Figure 1. Track usage over the die (run 1).
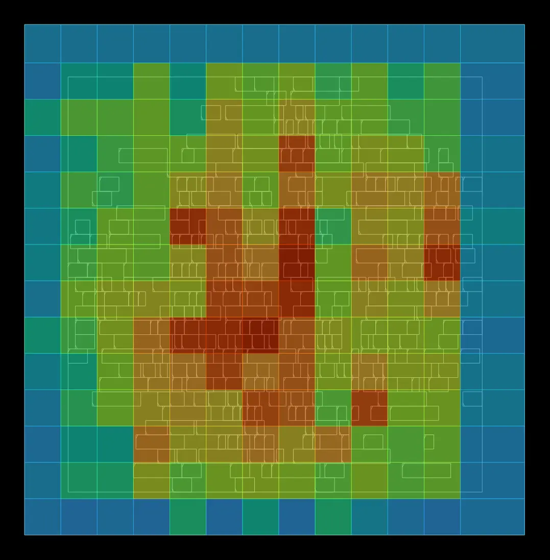
Figure 2. Signal wires on met3 (run 1).
Drawn at 4 px/µm. Cells faint in the background.
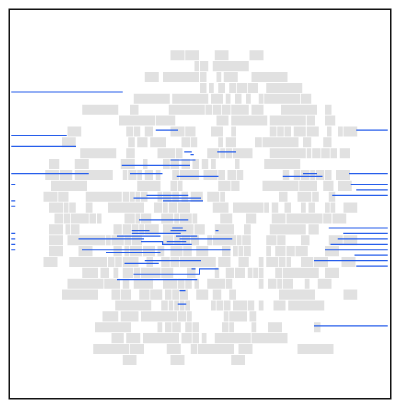
Figure 3. Sequential cells coloured by netlist name (run 1).
Drawn at 4 px/µm. Other sequential cells in the stronger grey, the rest of the logic in the fainter grey.
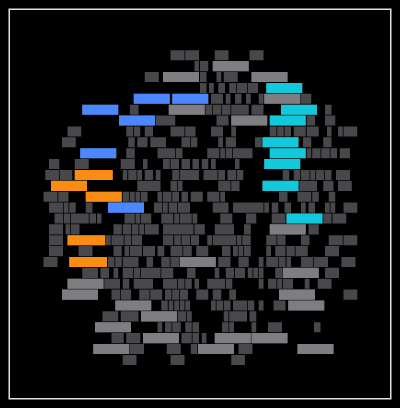
$ cat src/rtl/alarm_clock_ctrl.sv
// Alarm clock controller: HH:MM:SS timekeeping, HH:MM alarm, set-mode FSM and buzzer timing.
module alarm_clock_ctrl #(
    parameter int unsigned ALARM_LEN  = 60,
    parameter int unsigned ALM_RST_HR = 7
) (
    input  logic       clk,
    input  logic       rst,
    input  logic       tick,
    input  logic       mode_btn,
    input  logic       inc_btn,
    input  logic       alarm_en,
    input  logic       alarm_stop,
    output logic [4:0] hours,
    output logic [5:0] minutes,
    output logic [5:0] seconds,
    output logic [4:0] alm_hours,
    output logic [5:0] alm_minutes,
    output logic [2:0] state,
    output logic       blink,
    output logic       alarm_on
);

    typedef enum logic [2:0] {
        RUN      = 3'd0,
        SET_HR   = 3'd1,
        SET_MIN  = 3'd2,
        SET_AHR  = 3'd3,
        SET_AMIN = 3'd4
    } state_t;

    localparam logic [7:0] LEN    = 8'(ALARM_LEN);
    localparam logic [4:0] RST_HR = 5'(ALM_RST_HR);

    state_t     state_q, state_d;
    logic [4:0] hours_d, alm_hours_d;
    logic [5:0] minutes_d, seconds_d, alm_minutes_d;
    logic       blink_d, alarm_on_d;
    logic [7:0] cnt_q, cnt_d;

    logic [4:0] hr_nx;
    logic [5:0] min_nx, sec_nx;
    logic       time_run;
    logic       trigger;
    logic       clear;

    assign state = state_q;

    // Post-tick time with the full seconds->minutes->hours carry chain
    always_comb begin
        sec_nx = (seconds == 6'd59) ? 6'd0 : seconds + 6'd1;
        min_nx = minutes;
        hr_nx  = hours;
        if (seconds == 6'd59) begin
            min_nx = (minutes == 6'd59) ? 6'd0 : minutes + 6'd1;
            if (minutes == 6'd59) begin
                hr_nx = (hours == 5'd23) ? 5'd0 : hours + 5'd1;
            end
        end
    end

    // Next-state, field setting, blink and alarm sequencing
    always_comb begin
        state_d       = state_q;
        hours_d       = hours;
        minutes_d     = minutes;
        seconds_d     = seconds;
        alm_hours_d   = alm_hours;
        alm_minutes_d = alm_minutes;
        blink_d       = blink;
        alarm_on_d    = alarm_on;
        cnt_d         = cnt_q;
        clear         = 1'b0;

        time_run = (state_q == RUN) || (state_q == SET_AHR) || (state_q == SET_AMIN);
        if (tick && time_run) begin
            seconds_d = sec_nx;
            minutes_d = min_nx;
            hours_d   = hr_nx;
        end

        case (state_q)
            RUN: begin
                blink_d = 1'b0;
                if (mode_btn) begin
                    state_d = SET_HR;
                    blink_d = 1'b1;
                end
            end
            SET_HR: begin
                if (mode_btn) begin
                    state_d = SET_MIN;
                    blink_d = 1'b1;
                end else begin
                    if (inc_btn) hours_d = (hours == 5'd23) ? 5'd0 : hours + 5'd1;
                    if (tick) blink_d = ~blink;
                end
            end
            SET_MIN: begin
                if (mode_btn) begin
                    state_d   = SET_AHR;
                    blink_d   = 1'b1;
                    seconds_d = 6'd0;
                end else begin
                    if (inc_btn) minutes_d = (minutes == 6'd59) ? 6'd0 : minutes + 6'd1;
                    if (tick) blink_d = ~blink;
                end
            end
            SET_AHR: begin
                if (mode_btn) begin
                    state_d = SET_AMIN;
                    blink_d = 1'b1;
                end else begin
                    if (inc_btn) alm_hours_d = (alm_hours == 5'd23) ? 5'd0 : alm_hours + 5'd1;
                    if (tick) blink_d = ~blink;
                end
            end
            SET_AMIN: begin
                if (mode_btn) begin
                    state_d = RUN;
                    blink_d = 1'b0;
                end else begin
                    if (inc_btn) alm_minutes_d = (alm_minutes == 6'd59) ? 6'd0 : alm_minutes + 6'd1;
                    if (tick) blink_d = ~blink;
                end
            end
            default: begin
                state_d = RUN;
                blink_d = 1'b0;
            end
        endcase

        // Silencing conditions win over a trigger; a trigger wins over timeout counting
        trigger = (state_q == RUN) && alarm_en && tick && (hr_nx == alm_hours) &&
                  (min_nx == alm_minutes) && (sec_nx == 6'd0);
        clear   = alarm_stop || !alarm_en || (state_d != RUN);
        if (clear) begin
            alarm_on_d = 1'b0;
            cnt_d      = 8'd0;
        end else if (trigger) begin
            alarm_on_d = 1'b1;
            cnt_d      = 8'd0;
        end else if (alarm_on && tick) begin
            if (cnt_q + 8'd1 == LEN) begin
                alarm_on_d = 1'b0;
                cnt_d      = 8'd0;
            end else begin
                cnt_d = cnt_q + 8'd1;
            end
        end
    end

    // State and datapath registers
    always_ff @(posedge clk or negedge rst) begin
        if (!rst) begin
            state_q     <= RUN;
            hours       <= 5'd0;
            minutes     <= 6'd0;
            seconds     <= 6'd0;
            alm_hours   <= RST_HR;
            alm_minutes <= 6'd0;
            blink       <= 1'b0;
            alarm_on    <= 1'b0;
            cnt_q       <= 8'd0;
        end else begin
            state_q     <= state_d;
            hours       <= hours_d;
            minutes     <= minutes_d;
            seconds     <= seconds_d;
            alm_hours   <= alm_hours_d;
            alm_minutes <= alm_minutes_d;
            blink       <= blink_d;
            alarm_on    <= alarm_on_d;
            cnt_q       <= cnt_d;
        end
    end

endmodule

$ cat config.mk
export PLATFORM = sky130hd
export DESIGN_NAME = alarm_clock_ctrl
export DESIGN_NICKNAME = d
export VERILOG_FILES = /design/src/rtl/alarm_clock_ctrl.sv
export SDC_FILE = /design/constraint.sdc
export NUM_CORES = 1
export LEC_CHECK = 0
export CAP_MARGIN = 30
export CORE_AREA = 8 8 87 89
export DETAILED_ROUTE_END_ITERATION = 8
export DIE_AREA = 0 0 95 97
export PLACE_DENSITY = 0.74
export SETUP_SLACK_MARGIN = 0.15
export SKIP_CTS_REPAIR_TIMING = 1
export SLEW_MARGIN = 0
export SYNTH_ARGS = -nofsm -noshare
export SYNTH_HDL_FRONTEND = slang
export SYNTH_SLANG_ARGS = --single-unit
$ cat constraint.sdc
create_clock -name clk -period 3.27 [get_ports clk]
set_input_delay 0.654 -clock clk [delete_from_list [all_inputs] [get_ports clk]]
set_output_delay 0.654 -clock clk [all_outputs]
set_load 0.01 [all_outputs]
==> out/qor.log, run 1 <==
qor: job.timing.max_cap.violations 0
qor: layout.num-multi-input-gates 250
qor: critical_path.r2r_slack 390 ps
qor: critical_path.crit_buf_inv 1
qor: floorplanning.chipArea 0.00922 mm²
qor: layout.top_area_cell_class logic gates
qor: synthesis.post-synth-top-area-fraction 0.350
qor: synthesis.synth_adder_area_share 0.0323
qor: power.cellInternalPower 1.34 mW
qor: final_timing.setup-tns-final 0 ps
qor: placement.portBuffers 39
qor: drt.detail_route.wl_per_cell 16.0 µm
qor: layout.layoutNonFillerInstCount 430
qor: placement.post_dp_cell_area 0.00315 mm²
qor: drt.drtPass1Iterations 5
qor: final_timing.final_critical_path_setup_slack 394 ps
qor: critical_path.cp-endpoint cnt_q[2]
qor: clock_tree.cts_num_sinks 41
qor: drt.drt-met1-wl 3.04 mm
qor: critical_path.required 3440 ps
qor: clock_tree.clkSlewWorstSetupHoldPaths 80 ps
qor: layout.n_fill_cell 571
qor: clock_tree.clock_tree_from_tritoncts yes
qor: global_route.grt_antenna_before_repair 0
qor: layout.area.share.combinational 0.485
qor: floorplanning.die-width 95 µm
qor: final_timing.drv_slew 0
qor: critical_path.timing.critical_path.slowest_cell_delay 540 ps
qor: critical_path.critical_path_cell_count 9
qor: power.comb_power 1.04 mW
qor: final_timing.rsz0062_at_grt false
qor: synthesis.ys.warnings.count 0
qor: status.outcome finished, final reports clean
qor: clock_tree.worstSkewPairLatency 300 ps
qor: power.power.net_switching 0.925 mW
qor: synthesis.top_area_cell dfrtp_1
qor: layout.layout.non_clock_inverters 8
qor: synthesis.synth_compound_gate_area_share 0.175
Notes on Figure 1 above:
met1 routing resource usage after global routing: 0.200
met3 demand-to-capacity share in global routing: 0.0526
gr busiest metal: met2

Notes on Figure 2 above:
The layer holds 8.2% of the routed length. The layer carries 563 µm of wire.
overall routed net length: 6.90 mm
total via count in the routed design: 2501

Notes on Figure 3 above:
`cnt_q`: in cyan, placed flops 8. `alm_hours`: in orange, placed flops 5, where middle left. `minutes`: in blue, placed flops 6.
area taken by flip-flops and latches: 0.00103 mm²
post-layout utilization of the core: 0.527
reported sequential group power: 0.887 mW
fraction of area in registers: 0.315

## run 1: synthesized netlist by cell type, types with 2 or more instances
master,number
a21o_1,3
a21oi_1,15
a22oi_1,2
a31oi_1,6
a32oi_1,2
and2_1,3
and3_1,9
buf_2,5
clkbuf_1,7
dfrtp_1,38
dfstp_2,3
ha_1,7
inv_1,8
mux2_2,5
mux2i_1,5
nand2_1,32
nand2b_1,8
nand3_1,13
nand4_1,7
nor2_1,25
nor2b_1,4
nor3_1,18
nor3b_1,7
nor4_1,6
nor4_4,2
o2111ai_1,2
o211ai_1,3
o21ai_0,25
o22ai_1,2
or3_1,2
xnor2_1,10
xor2_1,7
## run 1: sequential cells by signal, summed over array words and instances, names as in the netlist
signal and count:
alm_minutes 6, hours 5, alarm_on 1, alm_hours 5
minutes 6, cnt_q 8, seconds 6, blink 1
state 3
## Run 2: what changed since run 1
Settings changed: CORE_AREA 8 8 87 89 to 2 2 81 83, DIE_AREA 0 0 95 97 to 0 0 83 85.
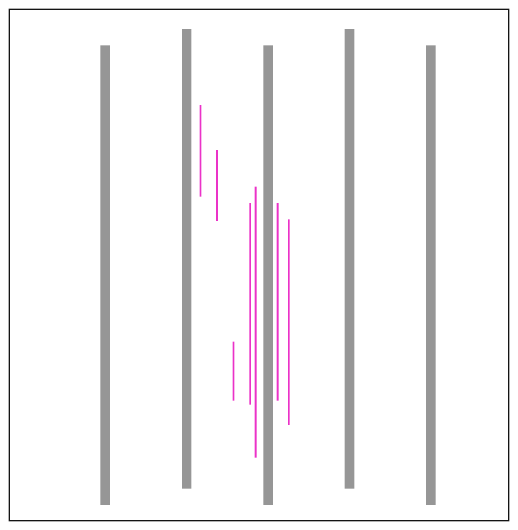
Figure 4: run 2, signal wires on met4.
Drawn at 6 px/µm. Supply wires on this layer in grey.
The layer carries 181 µm of wire. The longest straight run is 44.9 µm. 6 nets have wire on it. The wires run mostly vertical. The layer holds 2.7% of the routed length.
overall routed net length: 6.68 mm
total via count in the routed design: 2514

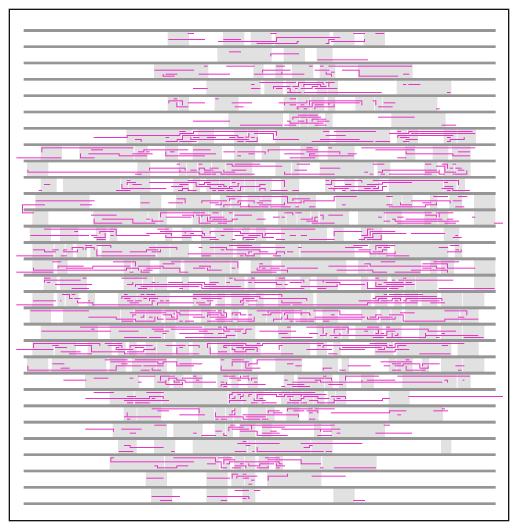
Figure 5: run 2, the metal 1 layer.
Drawn at 6 px/µm. Supply wires on this layer in grey. Cells faint in the background.
330 nets have wire on it. The layer carries 3060 µm of wire. The wires run mostly horizontal. The longest straight run is 28.5 µm.
met1 routing resource usage after global routing: 0.259

==> out/qor.log, run 2 <==
qor: status.outcome finished, final reports clean [unchanged]
qor: layout.registers.top_by_ff_count cnt_q [unchanged]
qor: synthesis.post_synth_most_frequent_cells 38 x dfrtp_1, 32 x nand2_1, 25 x nor2_1, 25 x o21ai_0, 18 x nor3_1 [unchanged]
qor: power.power.net_switching 0.928 mW [was 0.925 mW]
qor: synthesis.post-synth-top-count-cell dfrtp_1 [unchanged]
qor: job.timing.max_cap.violations 0 [unchanged]
qor: final_timing.drv_slew 0 [unchanged]
qor: layout.finalCoreUtilization 0.535 [was 0.527]
qor: layout.layout.area.seq 0.00103 mm² [unchanged]
qor: critical_path.r2r_slack 360 ps [was 390 ps]
qor: layout.layout.non_clock_inverters 8 [unchanged]
qor: clock_tree.clkSlewWorstSetupHoldPaths 80 ps [about the same]
qor: placement.portBuffers 39 [unchanged]
qor: power.cellInternalPower 1.47 mW [was 1.34 mW]
qor: layout.seq_area_frac 0.310 [was 0.315]
qor: global_route.grt.met3_usage 0.0438 [was 0.0526]
qor: power.p_seq 0.886 mW [was 0.887 mW]
qor: clock_tree.cts_num_sinks 41 [unchanged]
qor: critical_path.cp-endpoint cnt_q[2] [unchanged]
qor: critical_path.required 3450 ps [was 3440 ps]
qor: layout.n_fill_cell 592 [was 571]
qor: clock_tree.clock_tree_from_tritoncts yes [unchanged]
qor: drt.drt-met1-wl 3.05 mm [was 3.04 mm]
qor: critical_path.critical_path_cell_count 9 [unchanged]
qor: critical_path.r2r_cells 9 [unchanged]
qor: floorplanning.chipArea 0.00706 mm² [was 0.00922 mm²]
qor: global_route.grt_antenna_before_repair 0 [unchanged]
qor: critical_path.crit_buf_inv 1 [unchanged]
qor: floorplanning.die-width 83 µm [was 95 µm]
qor: clock_tree.worstSkewPairLatency 300 ps [about the same]
==> run 2: logic make-up (layout without fill, tap and decap cells) <==
| group | after synthesis | count (layout) | synth area share |
|---|---|---|---|
| compound gates | 73 | 73 | 0.175 |
| xor+xnor | 17 | 17 | 0.0548 |
| fa+ha+maj | 7 | 7 | 0.0323 |
| buf+inv | 23 | 63 | 0.0373 |
| flops | 41 | 41 | 0.379 |
| mux | 10 | 10 | 0.0392 |
| simple gates | 143 | 143 | 0.282 |
==> run 2: through the flow <==
step	hold slack (ps)	total power, mW	std cells	cell area (µm²)
after global routing	565	2.56	431	3320
after global placement	525	1.90	420	3160
after detailed placement	532	1.91	420	3160
after CTS	517	2.41	428	3300
final	481	2.39	431	3320
after floorplan	358	1.49	314	2720
## Run 3: what changed since run 2
Settings changed: CAP_MARGIN 30 to not set.
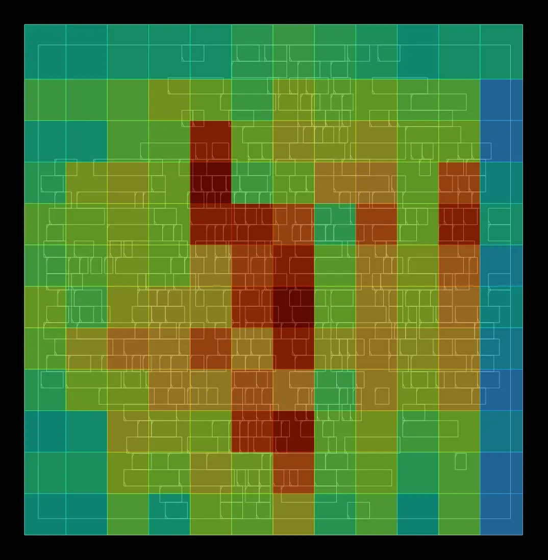
Figure 6: run 3, track usage over the die.
met3 demand-to-capacity share in global routing: 0.0438
overall fraction of global-route tracks in use: 0.195
grt met2 use: 0.315

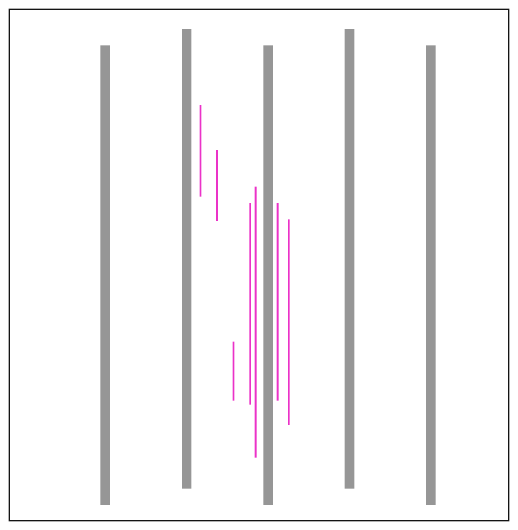
Figure 7: run 3, signal wires on met4.
Drawn at 6 px/µm. Supply wires on this layer in grey.
The layer carries 181 µm of wire. The layer holds 2.7% of the routed length. The longest straight run is 44.9 µm. The wires run mostly vertical. 6 nets have wire on it.

==> out/qor.log, run 3 <==
qor: clock_tree.clock_tree_from_tritoncts yes [unchanged]
qor: critical_path.required 3450 ps [about the same]
qor: global_route.global_route.peak_usage_layer met2 [unchanged]
qor: drt.detail_route.wl_per_cell 15.5 µm [unchanged]
qor: critical_path.r2r_slack 360 ps [about the same]
qor: power.total_power 2.39 mW [unchanged]
qor: synthesis.ys.warnings.count 0 [unchanged]
qor: layout.largest_reg_flops 8 [unchanged]
qor: clock_tree.worstSkewPairLatency 300 ps [about the same]
qor: placement.post_dp_cell_area 0.00316 mm² [unchanged]
qor: global_route.grt_antenna_before_repair 0 [unchanged]
qor: final_timing.timing.hold.ws 481 ps [unchanged]
qor: final_timing.drv_slew 0 [unchanged]
qor: critical_path.critical_path_cell_count 9 [unchanged]
qor: layout.finalCoreUtilization 0.535 [unchanged]
qor: placement.place_inst 420 [unchanged]
qor: synthesis.top_area_cell dfrtp_1 [unchanged]
qor: layout.layout.cell_area.non_filler 0.00332 mm² [unchanged]
qor: synthesis.post_synth_most_frequent_cells 38 x dfrtp_1, 32 x nand2_1, 25 x nor2_1, 25 x o21ai_0, 18 x nor3_1 [unchanged]
qor: drt.drtPass1Iterations 4 [unchanged]
qor: clock_tree.clkSlewWorstSetupHoldPaths 80 ps [about the same]
qor: floorplanning.die-width 83 µm [unchanged]
qor: final_timing.setup-tns-final 0 ps [unchanged]
qor: synthesis.post-synth-top-area-fraction 0.350 [unchanged]
qor: global_route.use_met1 0.259 [unchanged]
qor: layout.layoutNonFillerInstCount 431 [unchanged]
qor: status.outcome finished, final reports clean [unchanged]
qor: clock_tree.cts_num_sinks 41 [unchanged]
qor: drt.drt_wl_total 6.68 mm [unchanged]
qor: drt.detailroute.via_count 2514 [unchanged]
qor: placement.portBuffers 39 [unchanged]
qor: job.timing.max_cap.violations 0 [unchanged]
qor: synthesis.post-synth-top-count-cell dfrtp_1 [unchanged]
qor: floorplanning.chipArea 0.00706 mm² [unchanged]
run 3: final cells by class:
cell class,count,area [µm²]
clock buffer,5,68.8
clock inverter,3,65.1
fill,592,2880
inverter,8,30.0
multi-input combinational,250,1590
sequential,41,1030
tap,77,96.3
timing repair buffer,47,445
run 3: where the power goes:
group	leakage, nW	internal [mW]	total [mW]	switching [mW]
registers	0.538	0.642	0.886	0.244
clock network	0.0681	0.303	0.486	0.182
logic	0.711	0.521	1.02	0.502
run 3: kinds of logic (layout without fill, tap and decap cells):
family	after synthesis	after routing	share of synthesized area
compound gates	73	73	0.175
xor+xnor	17	17	0.0548
fa+ha+maj	7	7	0.0323
buf+inv	23	63	0.0373
flops	41	41	0.379
mux	10	10	0.0392
simple gates	143	143	0.282
Power is estimated from default activity; no workload was simulated.
